==> config.mk <==
export PLATFORM = sky130hd
export DESIGN_NAME = mpf_vtp_csr_responder_flat
export DESIGN_NICKNAME = d
export VERILOG_FILES = /design/src/rtl/mpf_vtp_csr_responder_if.sv /design/src/rtl/mpf_vtp_csr_responder.sv /design/src/flat_wrapper.sv
export SDC_FILE = /design/constraint.sdc
export NUM_CORES = 1
export LEC_CHECK = 0
export ABC_CLOCK_PERIOD_IN_PS = 3100
export CORE_ASPECT_RATIO = 0.9
export CORE_MARGIN = 10
export CORE_UTILIZATION = 55
export CTS_BUF_LIST = sky130_fd_sc_hd__clkbuf_4 sky130_fd_sc_hd__clkbuf_8
export DETAILED_ROUTE_END_ITERATION = 16
export DONT_BUFFER_PORTS = 1
export GPL_TIMING_DRIVEN = 1
export PLACE_DENSITY = 0.72
export SKIP_CTS_REPAIR_TIMING = 1
export SLEW_MARGIN = 0
export SYNTH_ARGS = -nofsm -noshare
export SYNTH_HDL_FRONTEND = slang
export SYNTH_SLANG_ARGS = --single-unit
==> constraint.sdc <==
create_clock -name clk -period 3.1 [get_ports clk]
set_clock_uncertainty 0.2 [all_clocks]
set_input_delay 0.62 -clock clk [delete_from_list [all_inputs] [get_ports clk]]
set_output_delay 0.62 -clock clk [all_outputs]
set_load 0.005 [all_outputs]
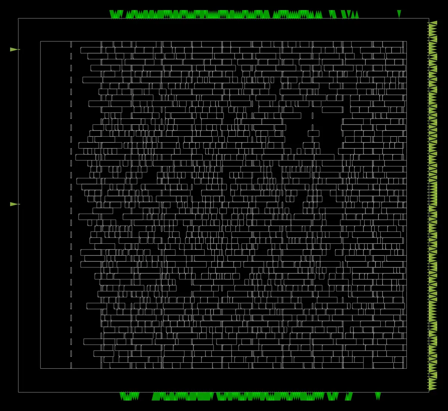
(images/final_placement.png)
sequential share of cell area: 45.54%
final core utilization: 64.05%
final-layout fill cell count: 1917
Floorplan Core Area: 25050 sq um
cell row count: 55

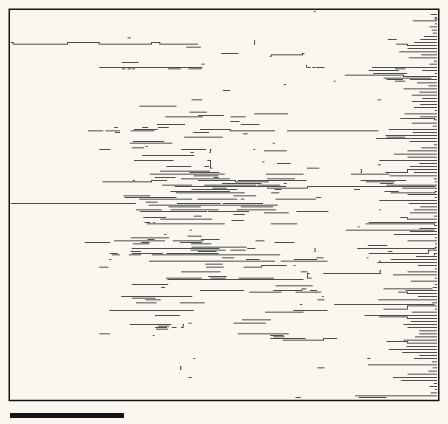
(images/met3.png)
Bar = 50 um.
nets with wire on the layer	264
longest straight run	59.3 um
share of all routed wire	10%
wire length on this layer	4320 um
main direction	horizontal
overall routed net length: 43260 um
vias after detailed routing: 11490

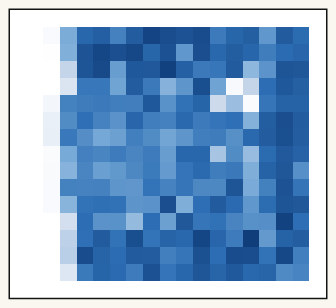
(images/density.png)
The die is cut into 19 by 17 equal tiles; white is low, dark blue is high, 0 to 100% covered.
mean over tiles	49%
nearly empty tiles	28%
fullest tile	94%
tiles over 75% full	31%
floorplan core density: 55.61%

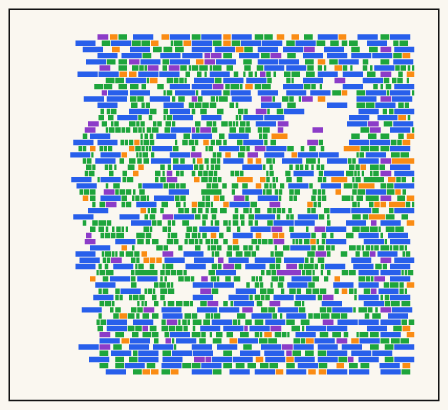
(images/cell_classes.png)
class	colour	cells	share of their area
all other logic	green	900	41%
flip-flops	blue	292	47%
other buffers and delay cells	orange	95	6.0%
clock drivers and dummy loads	purple	83	6.6%
area of all placed cells without fillers: 16040 sq um

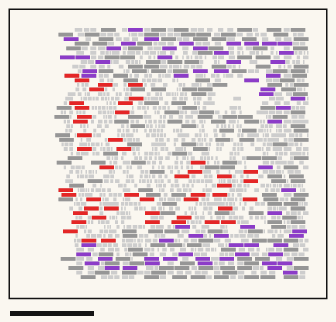
(images/registers.png)
Bar = 50 um. Other sequential cells in the stronger grey, the rest of the logic in the fainter grey.
signal	colour	placed flops
u_core.pt_paddr	purple	64
u_core.miss_cnt	red	48
power drawn by the sequential cells: 4480 uW
register cell area after layout: 7307 sq um

==> impl_metrics.csv <==
group,metric,value,unit
power,p_sw,2088,uW
floorplanning,die_height,171.0,um
final_layout,layout.buffer.nonclock.area_share,5.833,%
timing,min_period_over_period,97.45,%
cts,clock_sinks,292,
timing,max_freq,331.0,MHz
route,detail_route.wl_per_cell,25.25,um
power,total_power,8588,uW
yosys,synthesis.area,13930,sq um
cts,clk_path_buf_depth,3,
final_layout,num-multi-input-gates,827,
final_layout,drive_gt1_share,20.36,%
grt,overflow_left_after_global_routing,0,
setup_path,critical_path.most_common_cell,"or4_1",
timing,finalWorstPathRequiredPeriod,3.021,ns
yosys,synthArstFlopShare,100.0,%
power,clockPowerShare,41.2,%
floorplanning,nWellTaps,342,
final_layout,combAreaFraction,37.78,%
yosys,enable_flop_cells,0,
yosys,synth.avg_cell_area,10.86,sq um
final_layout,buffers,95,
yosys,ys_warn_count,0,
timing,hold_violations,292,
final_layout,dominant_cells,"registers",
setup_path,reg2regPathDepth,6,
placement,gpl.final_weighted_congestion,0.9350,
status,run_status,"finished with violations",
flow_run,warnings,30,
yosys,fraction_of_the_mapped_netlist_area_in_simple_logic_gates,13.77,%
grt,first_pass_grt_wire_length,64520,um
timing,tns,0,ns
cts,cts_made_buffers,46,
cts,clock_tree.root_cell,"clkbuf_8",
setup_path,timing.reg2reg.setup_slack,0.08,ns
setup_path,crit_required,3.39,ns
timing,postLayoutSetupSlackWorst,0.07915,ns
yosys,synth-cells-yosys,1283,
timing,slew_viol_final,0,
route,post-route-drc-count,0,
flow_run,max_cap_viol_count,0,
final_layout,clockBufferCount,77,
yosys,syn-num-nets,1427,
placement,dp.cells,1582,
cts,cts_htree_levels,2,
cts,cts_tree,"built",
yosys,ys_chip_area,13930,sq um
placement,port-buffer-count,0,
timing,slew_headroom,40.64,%
timing,holdWs,-0.4245,ns
power,power_density_over_cell_area,535.3,nW/um^2
yosys,synth.area.top_cells,"dfrtp_1 (52%), mux2_2 (11%), or4_1 (3.1%)",
setup_path,critPathTopFamily,"simple AND/OR/NAND/NOR gates",
floorplanning,ios,337,
power,ir_worst_vdd,301.2,uV
power,power_switching_share,24.31,%
cts,clock_transition_at_path_regs,0.06,ns
grt,initial_antenna_violation_count,0,
setup_path,worst-path-buf-inv,0,
route,vias_per_instance,6.706,
status,violations,"hold timing",
synthesized netlist by cell type (3+ instances only):
cell / number
o22ai_1: 65
a31oi_1: 4
inv_1: 73
o31a_1: 3
o21ai_0: 31
a221oi_1: 45
and2_1: 10
mux2_2: 132
clkbuf_1: 80
and3_1: 18
buf_2: 7
a22o_1: 45
nor2_1: 22
nand4_1: 39
dfrtp_1: 292
o21a_1: 3
or3_1: 30
nor4_1: 14
nand3_1: 37
nor3_1: 6
mux2i_1: 4
o31ai_1: 49
buf_1: 3
and4_1: 16
a22oi_1: 18
nand2_1: 61
o211ai_1: 8
or4_1: 57
nand2b_1: 3
a21oi_1: 77
layer usage:
layer	track usage (%)	wire length (um)	part of all wire, %
met1	31.23	16120	37
met2	42.13	21850	51
met4	6.706	970	2.2
met3	7.204	4324	10
met5	0	0	0
Power figures rest on the tool's default switching activity, not on a simulated workload.
